<file path="src/rtl/clock_set_controller_pkg.sv">
// Shared types and constants for the clock time-setting controller.
// Widths and wrap limits match the hour (0..23) and minute (0..59) counters.
package clock_pkg;

   localparam int HR_W  = 5;
   localparam int MIN_W = 7;

   localparam logic [HR_W-1:0]  HOURS_MAX   = HR_W'(23);
   localparam logic [MIN_W-1:0] MINUTES_MAX = MIN_W'(59);

   typedef enum logic [1:0] {
      RUN      = 2'd0,
      EDIT_HR  = 2'd1,
      EDIT_MIN = 2'd2,
      COMMIT   = 2'd3
   } ctrl_state_t;

endpackage

</file>
<file path="src/rtl/clock_set_controller_if.sv">
// Button, live-time and commit/display signals between the set controller
// and the rest of the clock. The controller uses the slave modport.
interface clock_set_if;
   import clock_pkg::*;

   logic             btn_mode;
   logic             btn_inc;
   logic [HR_W-1:0]  cur_hours;
   logic [MIN_W-1:0] cur_minutes;
   logic             set_pulse;
   logic [HR_W-1:0]  set_hours_val;
   logic [MIN_W-1:0] set_minutes_val;
   logic             editing;
   logic             blink_hr;
   logic             blink_min;

   modport master (
      output btn_mode, btn_inc, cur_hours, cur_minutes,
      input  set_pulse, set_hours_val, set_minutes_val, editing, blink_hr, blink_min
   );

   modport slave (
      input  btn_mode, btn_inc, cur_hours, cur_minutes,
      output set_pulse, set_hours_val, set_minutes_val, editing, blink_hr, blink_min
   );

endinterface

</file>
<file path="src/rtl/clock_set_controller_btn_edge_detect.sv">
// Rising-edge detector on an already debounced, synchronised button level.
// The first cycle after reset only primes the history, so a held button is not an event.
module btn_edge_detect (
   input  logic clk,
   input  logic reset,
   input  logic btn,
   output logic rise
);

   logic hist_q, hist_d;
   logic armed_q, armed_d;

   always_comb begin
      hist_d  = btn;
      armed_d = 1'b1;
   end

   always_ff @(posedge clk or posedge reset) begin
      if (reset) begin
         hist_q  <= 1'b0;
         armed_q <= 1'b0;
      end else begin
         hist_q  <= hist_d;
         armed_q <= armed_d;
      end
   end

   assign rise = armed_q & btn & ~hist_q;

endmodule

</file>
<file path="src/rtl/clock_set_controller.sv">
// Sequences user time-setting: edit hours, then minutes, then commit with a
// one-cycle set pulse; abandons the edit after an inactivity timeout.
module clock_set_controller #(
   parameter int TIMEOUT_CYCLES = 1000,
   parameter int BLINK_HALF     = 250
) (
   input logic        clk,
   input logic        reset,
   clock_set_if.slave bus
);
   import clock_pkg::*;

   localparam int TW = $clog2(TIMEOUT_CYCLES);
   localparam int BW = $clog2(BLINK_HALF + 1);
   localparam logic [TW-1:0] TO_LAST    = TW'(TIMEOUT_CYCLES - 1);
   localparam logic [BW-1:0] BLINK_LAST = BW'(BLINK_HALF - 1);

   logic mode_ev, inc_ev;

   btn_edge_detect u_mode_edge (.clk(clk), .reset(reset), .btn(bus.btn_mode), .rise(mode_ev));
   btn_edge_detect u_inc_edge  (.clk(clk), .reset(reset), .btn(bus.btn_inc),  .rise(inc_ev));

   ctrl_state_t      state_q, state_d;
   logic [HR_W-1:0]  edit_hr_q, edit_hr_d;
   logic [MIN_W-1:0] edit_min_q, edit_min_d;
   logic [TW-1:0]    timeout_q, timeout_d;
   logic [BW-1:0]    blink_cnt_q, blink_cnt_d;
   logic             phase_q, phase_d;
   logic             set_pulse_q, set_pulse_d;
   logic [HR_W-1:0]  set_hours_q, set_hours_d;
   logic [MIN_W-1:0] set_minutes_q, set_minutes_d;
   logic             editing_q, editing_d;
   logic             blink_hr_q, blink_hr_d;
   logic             blink_min_q, blink_min_d;

   always_comb begin
      state_d       = state_q;
      edit_hr_d     = edit_hr_q;
      edit_min_d    = edit_min_q;
      timeout_d     = timeout_q;
      blink_cnt_d   = blink_cnt_q;
      phase_d       = phase_q;
      set_hours_d   = set_hours_q;
      set_minutes_d = set_minutes_q;

      case (state_q)
         RUN: begin
            if (mode_ev) begin
               state_d     = EDIT_HR;
               edit_hr_d   = (bus.cur_hours > HOURS_MAX) ? '0 : bus.cur_hours;
               edit_min_d  = (bus.cur_minutes > MINUTES_MAX) ? '0 : bus.cur_minutes;
               timeout_d   = '0;
               blink_cnt_d = '0;
               phase_d     = 1'b1;
            end
         end

         EDIT_HR, EDIT_MIN: begin
            if (blink_cnt_q == BLINK_LAST) begin
               blink_cnt_d = '0;
               phase_d     = ~phase_q;
            end else begin
               blink_cnt_d = blink_cnt_q + 1'b1;
            end

            // Mode beats increment when both rise together; any event beats expiry.
            if (mode_ev) begin
               timeout_d = '0;
               if (state_q == EDIT_HR) begin
                  state_d = EDIT_MIN;
               end else begin
                  state_d       = COMMIT;
                  set_hours_d   = edit_hr_q;
                  set_minutes_d = edit_min_q;
               end
            end else if (inc_ev) begin
               timeout_d = '0;
               if (state_q == EDIT_HR)
                  edit_hr_d = (edit_hr_q == HOURS_MAX) ? '0 : edit_hr_q + 1'b1;
               else
                  edit_min_d = (edit_min_q == MINUTES_MAX) ? '0 : edit_min_q + 1'b1;
            end else if (timeout_q + 1'b1 == TO_LAST) begin
               state_d   = RUN;
               timeout_d = '0;
            end else begin
               timeout_d = timeout_q + 1'b1;
            end
         end

         COMMIT: begin
            state_d = RUN;
         end

         default: begin
            state_d = RUN;
         end
      endcase

      set_pulse_d = (state_d == COMMIT);
      editing_d   = (state_d == EDIT_HR) || (state_d == EDIT_MIN);
      blink_hr_d  = (state_d == EDIT_HR) && phase_d;
      blink_min_d = (state_d == EDIT_MIN) && phase_d;
   end

   // Outputs are registered from next-state values so they line up with state_q.
   always_ff @(posedge clk or posedge reset) begin
      if (reset) begin
         state_q       <= RUN;
         edit_hr_q     <= '0;
         edit_min_q    <= '0;
         timeout_q     <= '0;
         blink_cnt_q   <= '0;
         phase_q       <= 1'b0;
         set_pulse_q   <= 1'b0;
         set_hours_q   <= '0;
         set_minutes_q <= '0;
         editing_q     <= 1'b0;
         blink_hr_q    <= 1'b0;
         blink_min_q   <= 1'b0;
      end else begin
         state_q       <= state_d;
         edit_hr_q     <= edit_hr_d;
         edit_min_q    <= edit_min_d;
         timeout_q     <= timeout_d;
         blink_cnt_q   <= blink_cnt_d;
         phase_q       <= phase_d;
         set_pulse_q   <= set_pulse_d;
         set_hours_q   <= set_hours_d;
         set_minutes_q <= set_minutes_d;
         editing_q     <= editing_d;
         blink_hr_q    <= blink_hr_d;
         blink_min_q   <= blink_min_d;
      end
   end

   assign bus.set_pulse       = set_pulse_q;
   assign bus.set_hours_val   = set_hours_q;
   assign bus.set_minutes_val = set_minutes_q;
   assign bus.editing         = editing_q;
   assign bus.blink_hr        = blink_hr_q;
   assign bus.blink_min       = blink_min_q;

endmodule

</file>
<file path="src/flat_wrapper.sv">
// flat-port wrapper written by rule: the top's interface ports become plain ports
module clock_set_controller_flat import clock_pkg::*;
#(
   parameter int TIMEOUT_CYCLES = 1000,
   parameter int BLINK_HALF     = 250
)
  (clk, reset, bus_btn_mode, bus_btn_inc, bus_cur_hours, bus_cur_minutes, bus_set_pulse, bus_set_hours_val, bus_set_minutes_val, bus_editing, bus_blink_hr, bus_blink_min);
  clock_set_if bus_i ();
  input logic clk;
  input logic reset;
  input wire logic [$bits(bus_i.btn_mode)-1:0] bus_btn_mode;
  input wire logic [$bits(bus_i.btn_inc)-1:0] bus_btn_inc;
  input wire logic [$bits(bus_i.cur_hours)-1:0] bus_cur_hours;
  input wire logic [$bits(bus_i.cur_minutes)-1:0] bus_cur_minutes;
  output wire logic [$bits(bus_i.set_pulse)-1:0] bus_set_pulse;
  output wire logic [$bits(bus_i.set_hours_val)-1:0] bus_set_hours_val;
  output wire logic [$bits(bus_i.set_minutes_val)-1:0] bus_set_minutes_val;
  output wire logic [$bits(bus_i.editing)-1:0] bus_editing;
  output wire logic [$bits(bus_i.blink_hr)-1:0] bus_blink_hr;
  output wire logic [$bits(bus_i.blink_min)-1:0] bus_blink_min;
  assign bus_i.btn_mode = bus_btn_mode;
  assign bus_i.btn_inc = bus_btn_inc;
  assign bus_i.cur_hours = bus_cur_hours;
  assign bus_i.cur_minutes = bus_cur_minutes;
  assign bus_set_pulse = bus_i.set_pulse;
  assign bus_set_hours_val = bus_i.set_hours_val;
  assign bus_set_minutes_val = bus_i.set_minutes_val;
  assign bus_editing = bus_i.editing;
  assign bus_blink_hr = bus_i.blink_hr;
  assign bus_blink_min = bus_i.blink_min;
  clock_set_controller #(.TIMEOUT_CYCLES(TIMEOUT_CYCLES), .BLINK_HALF(BLINK_HALF)) u_core (.clk(clk), .reset(reset), .bus(bus_i));
endmodule
</file>
<file path="config.mk">
export PLATFORM = sky130hd
export DESIGN_NAME = clock_set_controller_flat
export DESIGN_NICKNAME = d
export VERILOG_FILES = /design/src/rtl/clock_set_controller_pkg.sv /design/src/rtl/clock_set_controller_if.sv /design/src/rtl/clock_set_controller_btn_edge_detect.sv /design/src/rtl/clock_set_controller.sv /design/src/flat_wrapper.sv
export SDC_FILE = /design/constraint.sdc
export NUM_CORES = 1
export LEC_CHECK = 0
export ABC_AREA = 1
export CORE_ASPECT_RATIO = 1.5
export CORE_UTILIZATION = 63
export DETAILED_ROUTE_END_ITERATION = 8
export DONT_BUFFER_PORTS = 1
export GPL_TIMING_DRIVEN = 0
export PLACE_DENSITY = 0.79
export SLEW_MARGIN = 20
export SYNTH_ARGS = -nofsm -noshare
export SYNTH_HDL_FRONTEND = slang
export SYNTH_SLANG_ARGS = --single-unit
</file>
<file path="constraint.sdc">
create_clock -name clk -period 2.4 [get_ports clk]
set_input_delay 0.6 -clock clk [delete_from_list [all_inputs] [get_ports clk]]
set_output_delay 0.6 -clock clk [all_outputs]
set_load 0.01 [all_outputs]
</file>
==> notes.md, run 1 <==
impl run done, here's what came out: Peak VDD IR a little under 800 uV, nets 396, Finish-stage setup viols 0, final instance area 3028 sq um, Clock transition at path regs 90 ps, iteration-0 DRC count of the detailed router 98, R2R depth 16, crit-path max FO 4, register-to-register setup slack 210 ps, Crit Path Category reg2reg, yosys warns 0, total track usage 26.35%, hold_buf cts 0, Post-synth EDFFs 0, CTS tree yes, CP peak stage delay 440 ps, ys cells around 360, top cells by count 80 x nand2_1, 57 x inv_1, 52 x dfrtp_1, chip height between 80 and 90 microns, yosys stat area 2860 sq um, worst skew pair latency 300 ps, FF-to-FF Start u_core.timeout_q[1]$_DFFE_PP0P_, worst-margin pin slew 515.4 ps, WL/cell 13.86 microns, Max Root-Sink Buffers 2, Via density 5.655, Fmax ~460 MHz, count of tool warnings 33, Post-Synthesis Net Count 388, FF-to-FF End u_core.bus.editing$_DFF_PP0_, RSZ-0062 raised after global routing false, Fin. Hold Viols 0, critical path required time 2610 ps, Post-synth seq share 45.49%, slowest cell on the critical path dfrtp_1, ys async rst share 100.0%, Post-Syn Instances roughly 360, vias in the first global route 2,261, run status finished clean, Post-synth area hogs dfrtp_1 45%, nand2_1 10%, inv_1 7.5%, o21ai_0 5.8%, ha_1 5.7%, Synth cell types 35, max-slew violation count 0, cell family with most CP delay simple AND/OR/NAND/NOR gates, Startpoint Class flop, mapped cell area 2860 sq um, area grow syn2layout 5.862%, Vias 2,341, WP data arrival between 2000 and 2500 ps, global-route wire length before repair 9.791 mm, Post-synth regs 52, DIE AREA just under 5000 sq um, layout cells sized above 1 8.424%, Yosys top cell by area dfrtp_1, initial antenna violation count 0, Area after DPL 2938 sq um, fin crit share about nine tenths, total congestion overflow 0, post-synth top area share 45.49%, Most used DFF post-synth dfrtp_1, PostCTS Resize Cnt 0, minimum clock period 2185 ps, fp util 66.80%, post-route ant nets 0, Max-Cap Viols 0, Hold Crit Class in2async, antenna fix cells 0, Yosys top cell by instances nand2_1, largest net degree at the start of global routing 32, CTS root buffer clkbuf_8, Die W 57.02 microns, drt pass-1 iters 4, crit path buf inv count 2, H-tree depth 2, post-CTS setup buffer count 0, Rows 29, P_leak 1.463 nW, Placer Congestion 0.8558, syn avg cell area around 8.0 sq um, total power per unit cell area ~1200 nW/um^2, TNS Setup 0 ps, residual DRC count 0, Crit. End Element flop, worst path cell trace ha_1 > nand2_1 > inv_1 > nand2_1 > nand2_1 > nand2_1 > nor2_1 > nand2_1 > nor2_2 > nand3_1 > nand2_1 > nand2_2 > nand2_1 > nand2_1 > ha_1 > inv_1, num ports 32, Num CTS Buffers 5, DRT Wirelength about 5.7 mm, dpl hpwl 4.340 mm, CP most frequent cell nand2_1, Core Region 4282 sq um, clk sinks 52, Slew headroom 65.38%, port bufs 0
==> run 1: layout make-up <==
type / instances / area, sq um
buffer: 6 / 35.03
fill: 358 / 1254
sequential: 52 / 1301
inverter: 61 / 229.0
timing repair buffer: 1 / 20.02
tap: 46 / 57.56
clock buffer: 8 / 90.09
multi-input combinational: 240 / 1295
==> run 1: layer usage <==
layer / vias up / wire, microns / share of wire [%] / track usage (%)
li1: 1167 / - / - / -
met1: 1116 / 2264 / 39 / 28.72
met2: 44 / 3088 / 54 / 48.45
met3: 14 / 201 / 3.5 / 4.468
met4: 0 / 184 / 3.2 / 12.20
met5: - / 0 / 0 / 0
==> run 1: kinds of logic (layout without fill, tap and decap cells) <==
group                    count (synthesis)  in the layout  synth area share, %
other                                    1              1               0.1311
buffers and inverters                   67             76                9.230
flip-flops                              52             52                45.49
adder cells (fa/ha/maj)                 13             13                5.687
multiplexers                             1              1               0.3937
AND/OR/NAND/NOR                        158            158                25.15
AND-OR/OR-AND                           62             62                12.38
XOR/XNOR                                 5              5                1.531
==> run 1: placed cells by master, fill, tap and decap left out, drive strengths merged, types with 2 or more instances in the layout <==
master  instances
nor3            6
o22ai           7
a21oi           4
nor2           32
dfrtp          52
buf             4
nand3          30
a31oi           5
inv            60
clkbuf         11
nor4            2
ha             13
xor2            5
nand2          85
o21ai          40
o31ai           3
==> run 1: stage by stage <==
stage               instances  power [mW]  hold WS [ps]  worst slack [ps]  utilization (%)
detailed placement        406       3.133         494.7             233.2            68.61
CTS                       414       3.658         192.6             208.5            70.72
floorplan                 359       2.714         460.8             524.4                -
finish                    414       3.635         183.6             214.8            70.72
global placement          405       3.072         491.7             35.94            68.15
global route              414       3.955         218.3             35.65            70.72
==> run 1: registers in the layout, summed over array words and instances (netlist names) <==
register	flops
u_core.timeout_q	10
u_core.blink_cnt_q	8
u_core.bus.set_minutes_val	7
u_core.edit_min_q	7
u_core.bus.set_hours_val	5
u_core.edit_hr_q	5
u_core.state_q	2
u_core.bus.blink_hr	1
u_core.bus.blink_min	1
u_core.bus.editing	1
u_core.bus.set_pulse	1
u_core.phase_q	1
u_core.u_inc_edge.hist_q	1
u_core.u_mode_edge.armed_q	1
u_core.u_mode_edge.hist_q	1
==> run 1: power breakdown <==
group / total, mW / internal [mW] / leakage, nW / switching [mW]
Combinational: 1.69 / 0.577 / 0.740 / 1.12
Sequential: 1.43 / 1.15 / 0.678 / 0.278
Clock: 0.511 / 0.236 / 0.0455 / 0.275
==> run 1: worst max path at each step <==
stage | from | endpoint | slack (ps) | depth (start not counted)
floorplan | u_core.timeout_q[0]$_DFFE_PP0P_ | u_core.bus.editing$_DFF_PP0_ | 520 | 15
global placement | reset | u_core.edit_min_q[4]$_DFFE_PP0P_ | 40 | 1
detailed placement | u_core.timeout_q[1]$_DFFE_PP0P_ | u_core.bus.editing$_DFF_PP0_ | 230 | 16
CTS | u_core.timeout_q[1]$_DFFE_PP0P_ | u_core.bus.editing$_DFF_PP0_ | 210 | 16
global route | u_core.timeout_q[1]$_DFFE_PP0P_ | u_core.bus.editing$_DFF_PP0_ | 40 | 16
finish | u_core.timeout_q[1]$_DFFE_PP0P_ | u_core.bus.editing$_DFF_PP0_ | 210 | 16
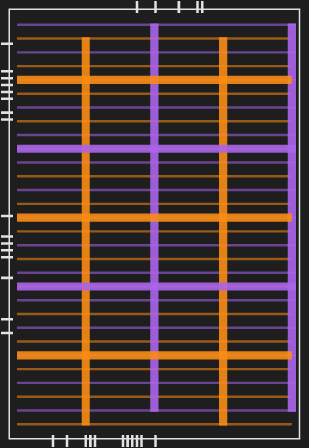
(run_1/floorplan.png)
Pins as bars on the die edge.
[VDD] purple
[VSS] orange
met5 straps: 5
met1 rails: 30

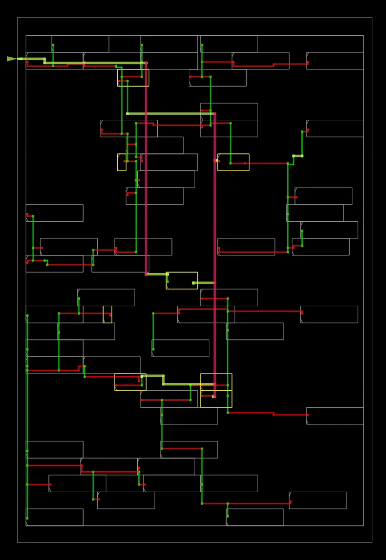
(run_1/clock_nets.png)
CLK BUF: 8
clock skew: 4.468 ps
num sequential: 52
P_clk: 0.511 mW

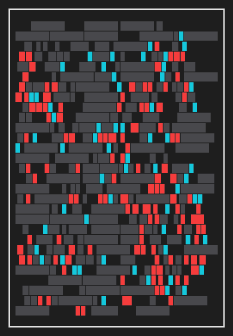
(run_1/gates.png)
[nand cells] red | cells: 117 | most used: nand2_1 | where: all over the die
[inv cells] cyan | cells: 61 | most used: inv_1 | where: all over the die

## Run 2: what changed since run 1
CORE_UTILIZATION = 57   (was 63)
PLACE_DENSITY = 0.75   (was 0.79)
clock period = 1.76 ns   (was 2.4 ns; I/O delays follow)
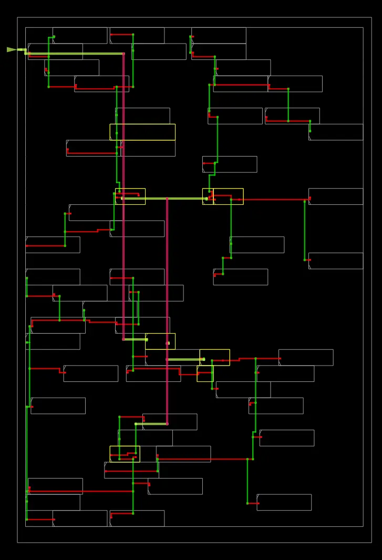
(run_2/clock_nets.png)
worst skew pair latency: 310 ps
P_clk: 0.829 mW
clk sinks: 52

==> notes.md, run 2 <==
impl run done, here's what came out: yosys warns 0, top cells by count 80 x nand2_1, 57 x inv_1, 52 x dfrtp_1, run status finished, violations left, Peak VDD IR 1249 uV, WL/cell 14.54 microns, num ports 32, sw frac 43.80%, vias in the first global route 2,404, Startpoint Class flop, Multi-input gate area 1430 sq um, P_leak between 1.5 and 2 nW, Int Pwr 3.560 mW, Max-Cap Viols 0, failing checks setup timing, port bufs 0, nets 421, Vias 2,544, TNS Setup -3737 ps, Yosys top cell by area dfrtp_1, total track usage 25.49%, Post-Synthesis Net Count 388, DIE AREA 5311 sq um, DRT Wirelength 6.672 mm, CTS tree yes, Yosys top cell by instances nand2_1, Rows 31, drt pass-1 iters 4, Num CTS Buffers 5, initial antenna violation count 0, antenna fix cells 0, syn avg cell area 7.967 sq um, total power approximately 6.3 mW, total placed cells including tap cells 426, Largest register FFs 10, post-route ant nets 0, hold_buf cts 0, ys cells 359, P_sw between 2 and 3 mW, critical path required time 2000 ps, count of tool warnings 36, Fmax between 400 and 500 MHz, layout cells sized above 1 24.43%, clock skew 8.972 ps, Comb power frac 56.1%, Post-synth area hogs dfrtp_1 45%, nand2_1 10%, inv_1 7.5%, o21ai_0 5.8%, ha_1 5.7%, largest registers u_core.timeout_q (10), u_core.blink_cnt_q (8), Top cells excl fill/tap 69 x nand2_1, 51 x dfrtp_1, 46 x inv_1, post-synth top area share 45.49%, worst-margin pin slew 725.0 ps, Finish-stage setup viols 34, # fillers between 300 and 400, global-route wire length before repair 10.07 mm, final setup margin -323.5 ps, Post-Syn Instances 359, clock share of power a little over an eighth, Core Region 4810 sq um, Post-synth seq share 45.49%, minimum clock period 2084 ps, Post-synth regs 52, Max Root-Sink Buffers 2, Hold Crit Class in2async, Sequential Power Share 30.9%, yosys stat area 2860 sq um, Most used DFF post-synth dfrtp_1, Slew headroom 51.59%, highest-count logic cell in the final layout nand2_1, max-slew violation count 0, CTS root buffer clkbuf_8, Die W 59.84 microns, fp util 59.47%, iteration-0 DRC count of the detailed router 91, Post-synth EDFFs 0, Synth cell types 35, Via density between 5 and 6, crit-path max FO 4, WP data arrival 2320 ps, area grow syn2layout 20.60%, residual DRC count 0, mapped cell area 2860 sq um, H-tree depth 2, Hold WS about 120 ps, Crit Path Category reg2reg, Clock transition at path regs 100 ps, dpl hpwl between 4 and 5 mm, fin crit share 118.4%, Fin. Hold Viols 0, non-filler instance count after layout 459, Crit. End Element flop, Placer Congestion slightly above 0.8, RSZ-0062 raised after global routing true, largest net degree at the start of global routing 33, Biggest register u_core.timeout_q, total congestion overflow 0, chip height 88.76 microns, ys async rst share 100.0%, total power per unit cell area ~1800 nW/um^2
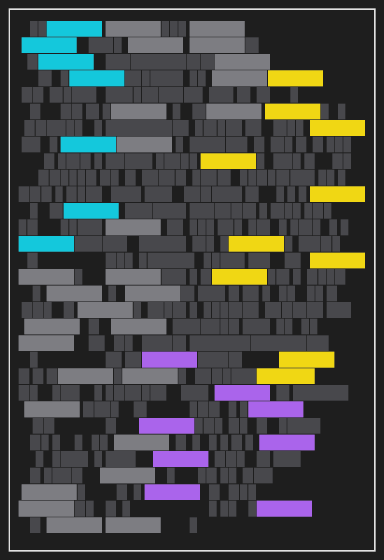
(run_2/ff_map.png)
[u_core.timeout_q] yellow | sequential cells: 10
[u_core.blink_cnt_q] purple | sequential cells: 8 | where: south
[u_core.edit_min_q] cyan | sequential cells: 7 | where: north-west
not coloured: 27
sequential cell area share: 37.76%
sequential group power: 1.95 mW
Final Core Density: 71.72%
Storage cell area: 1303 sq um

[run 2: cell counts after synthesis]
No cell type changed its count.
[run 2: metal layers]
layer	GRT usage [%]	vias up	share of wire (%)
li1	-	1217	-
met1	26.07	1239	37
met2	48.38	68	56
met3	4.678	20	3.8
met4	11.63	0	3.4
met5	0	-	0
[run 2: layout make-up]
cell class                 instances  area share [%]
clock buffer                       5           1.995
clock inverter                     3           1.233
inverter                          61           6.783
tap                               66           2.394
multi-input combinational        241           41.46
sequential                        52           37.76
buffer                             6           1.523
timing repair buffer              25           6.855
[run 2: through the flow]
step / setup slack (ps) / area (sq um)
2_1_floorplan: -80.51 / 2868
3_3_place_gp: -486.7 / 2950
3_5_place_dp: -371.3 / 2978
4_1_cts: -258.6 / 3293
5_1_grt: -409.3 / 3450
6_report: -323.5 / 3450
[run 2: worst paths after layout]
path / start / to / slack [ps] / cells past startpoint
min in group clk: bus_btn_inc / u_core.u_inc_edge.hist_q$_DFF_PP0_ / 160 / 0
setup reg to reg: u_core.state_q[0]$_DFF_PP0_ / u_core.bus.blink_hr$_DFF_PP0_ / -320 / 12
hold reg to reg: u_core.phase_q$_DFF_PP0_ / u_core.phase_q$_DFF_PP0_ / 540 / 2
max in group asynchronous: reset / u_core.edit_min_q[3]$_DFFE_PP0P_ / 1080 / 2
setup / recovery: u_core.state_q[0]$_DFF_PP0_ / u_core.bus.blink_hr$_DFF_PP0_ / -320 / 12
hold / removal: reset / u_core.edit_hr_q[0]$_DFFE_PP0P_ / 120 / 1
[run 2: cells by family after synthesis]
family                     Yosys count  synth area share (%)
and+or+nand+nor                    158                 25.15
buffers and inverters               67                 9.230
AOI/OAI and AO/OA                   62                 12.38
DFF                                 52                 45.49
adders and majority gates           13                 5.687
xor gates and xnor gates             5                 1.531
other                                1                0.1311
muxes                                1                0.3937
[run 2: critical path, cell delays in order, from the launching register on]
cell and delay [ps]:
dfrtp_1 400, inv_2 70, ha_2 330, buf_6 110
clkinvlp_4 110, nor3_1 340, nand2_2 120, nand2_2 100
o21ai_4 80, inv_2 80, ha_2 160, inv_1 40
nor2_1 100
[run 2: power groups by stage]
stage / Clock (mW) / Combinational [mW] / Sequential, mW
2_1_floorplan: 0 / 1.82 / 1.89
5_1_grt: 0.879 / 3.89 / 2.00
3_5_place_dp: 0 / 2.31 / 1.97
3_3_place_gp: 0 / 2.24 / 1.96
4_1_cts: 0.837 / 2.92 / 1.94
6_report: 0.829 / 3.55 / 1.95
[run 2: timing repair]
| item | 4_1_cts | 5_1_grt |
|---|---|---|
| cloned | 1 | 2 |
| setup buffers | 16 | 7 |
| pin swaps | 11 | 15 |
| endpoints found under the setup margin | 37 | 37 |
| gates resized | 27 | 30 |
## Run 3: what changed since run 2
SYNTH_HIERARCHICAL = 1   (was not set)
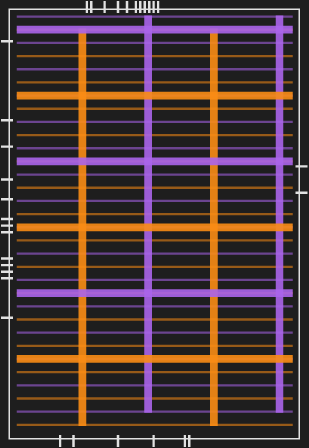
(run_3/floorplan.png)
Pins as bars on the die edge.
[VSS] orange
[VDD] purple
met4 straps: 4
signal pins: 32
met1 rails: 32
met5 straps: 6
Die W: 59.60 microns
Peak VDD IR: 1290 uV
Core Region: 4810 sq um
chip height: 88.40 microns

==> notes.md, run 3 <==
impl run done, here's what came out: Post-synth area hogs dfrtp_1 47%, nand2_1 11%, inv_1 6.7%, ha_1 5.3%, o21ai_0 4.8%, Hold WS about 18 ps, CTS tree yes, CP endpoint u_core/bus.editing$_DFF_PP0_, syn avg cell area 8.198 sq um, global-route wire length before repair between 10 and 15 mm, max-slew violation count 0, dpl hpwl approximately 4.2 mm, Via density ~5.5, run status finished, violations left, Crit Path Category reg2reg, pre-CTS WS -339.2 ps, Placer Congestion 0.8709, minimum clock period 2224 ps, area grow syn2layout 27.92%, yosys stat area roughly 2800 sq um, Synth cell types 38, CP peak stage delay 410 ps, total track usage 25.71%, R2R depth 15, crit path buf inv count 2, largest registers u_core/timeout_q (10), u_core/blink_cnt_q (8), final setup margin -464.0 ps, slowest cell on the critical path dfrtp_1, Num CTS Buffers 5, yosys warns 6, clk sinks 53, initial antenna violation count 0, Clock transition at path regs roughly 100 ps, Post-synth EDFFs 0, Crit. End Element flop, Hold Crit Class in2async, failing checks setup timing, mapped cell area 2836 sq um, Max Root-Sink Buffers 2, ys cells 346, nets 422, top cells by count 82 x nand2_1, 53 x dfrtp_1, 51 x inv_1, Storage cell area 1328 sq um, Area after DPL 2953 sq um, Final Core Density 75.44%, Slew headroom 66.43%, DRT Wirelength 7.197 mm, H-tree depth 2, Finish-stage setup viols 21, ys async rst share 100.0%, Biggest register u_core/timeout_q, Fmax 449.6 MHz, critical path required time 1970 ps, FF-to-FF Start u_core/timeout_q[0]$_DFFE_PP0P_, Post-synth seq share between 40% and 50%, register-to-register setup slack -460 ps, Crit. Startpoint u_core/timeout_q[0]$_DFFE_PP0P_, RSZ-0062 raised after global routing true, total power 5.631 mW, Fin. Hold Viols 0, fp util 58.98%, Post-synth regs 53, Vias 2,519, total placed cells including tap cells 413, CP most frequent cell nand2_1, WP data arrival 2440 ps, Largest register FFs 10, Rows 31, Max-Cap Viols 0, vias in the first global route 2,378, Multi-input gate area ~1500 sq um, Most used DFF post-synth dfrtp_1, largest net degree at the start of global routing 31, num ports 32, post-synth top area share roughly 47%, Startpoint Class flop
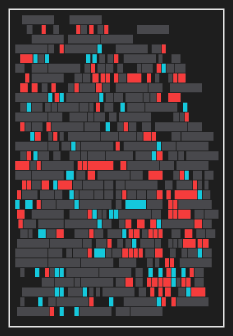
(run_3/gates.png)
[inv cells] cyan | cells: 54 | most used: inv_1 | where: all over the die
[nand cells] red | cells: 109 | most used: nand2_1 | where: all over the die
Comb/total area: 40.66%
highest-count logic cell in the final layout: nand2_1
non-filler instance count after layout: 461

[run 3: worst reg2reg max path: stages, from the launching register on]
cell and delay [ps]:
dfrtp_1 410, ha_4 200, buf_6 100, nand3_1 50, nand2_1 70, nand2_1 80, nor2_1 130, nand2_1 80
nor2_2 150, nand4_1 160, nand2_1 100, nand2_1 90, nand2_1 110, nand2_2 90, ha_4 270, inv_2 20
[run 3: report_power, final]
group	leakage, nW	total [mW]	switching, mW	internal [mW]
clock network	0.0542	0.755	0.399	0.356
logic	0.977	2.97	1.68	1.30
registers	0.691	1.90	0.352	1.55
[run 3: how the worst min path moves through the flow]
stage	start	cells after the start	to
after floorplan	reset	1	u_core/u_inc_edge/armed_q$_DFF_PP0_
after global placement	reset	1	u_core/u_inc_edge/hist_q$_DFF_PP0_
after detailed placement	reset	1	u_core/u_mode_edge/armed_q$_DFF_PP0_
after CTS	reset	1	u_core/phase_q$_DFF_PP0_
after global routing	reset	1	u_core/bus.editing$_DFF_PP0_
final	reset	1	u_core/bus.editing$_DFF_PP0_
[run 3: area by class of cell]
class | count | area share [%]
Clock buffer | 7 | 2.655
Tap cell | 66 | 2.276
Buffer | 4 | 1.379
Clock inverter | 1 | 0.1379
Inverter | 54 | 6.276
Timing Repair Buffer | 42 | 10.03
Multi-Input combinational cell | 234 | 40.66
Sequential cell | 53 | 36.59
[run 3: cells by family (layout without fill, tap and decap cells)]
kind of cell	Yosys count	count (layout)	synth area share [%]
XOR/XNOR	5	5	1.544
adder cells (fa/ha/maj)	12	12	5.293
multiplexers	1	1	0.3529
other	2	2	0.2648
buffers and inverters	59	108	8.160
AND/OR/NAND/NOR	157	157	25.98
AND-OR/OR-AND	57	57	11.65
flip-flops	53	53	46.76
[run 3: metal layers]
layer  global-route usage [%]  vias to the layer above  part of all wire (%)
li1                         -                     1215                     -
met1                    27.57                     1222                    39
met2                    48.93                       64                    55
met3                    5.117                       18                   3.6
met4                    8.668                        0                   2.4
met5                        0                        -                     0
[run 3: repair_timing]
action	4_1_cts	5_1_grt
buffers inserted	22	19
endpoints found under the hold margin	4	0
resized	30	50
hold buffers	1	0
endpoints found under the setup margin	36	29
pin swaps	14	25
No activity file was given, so power comes from the tool's default toggle rates.
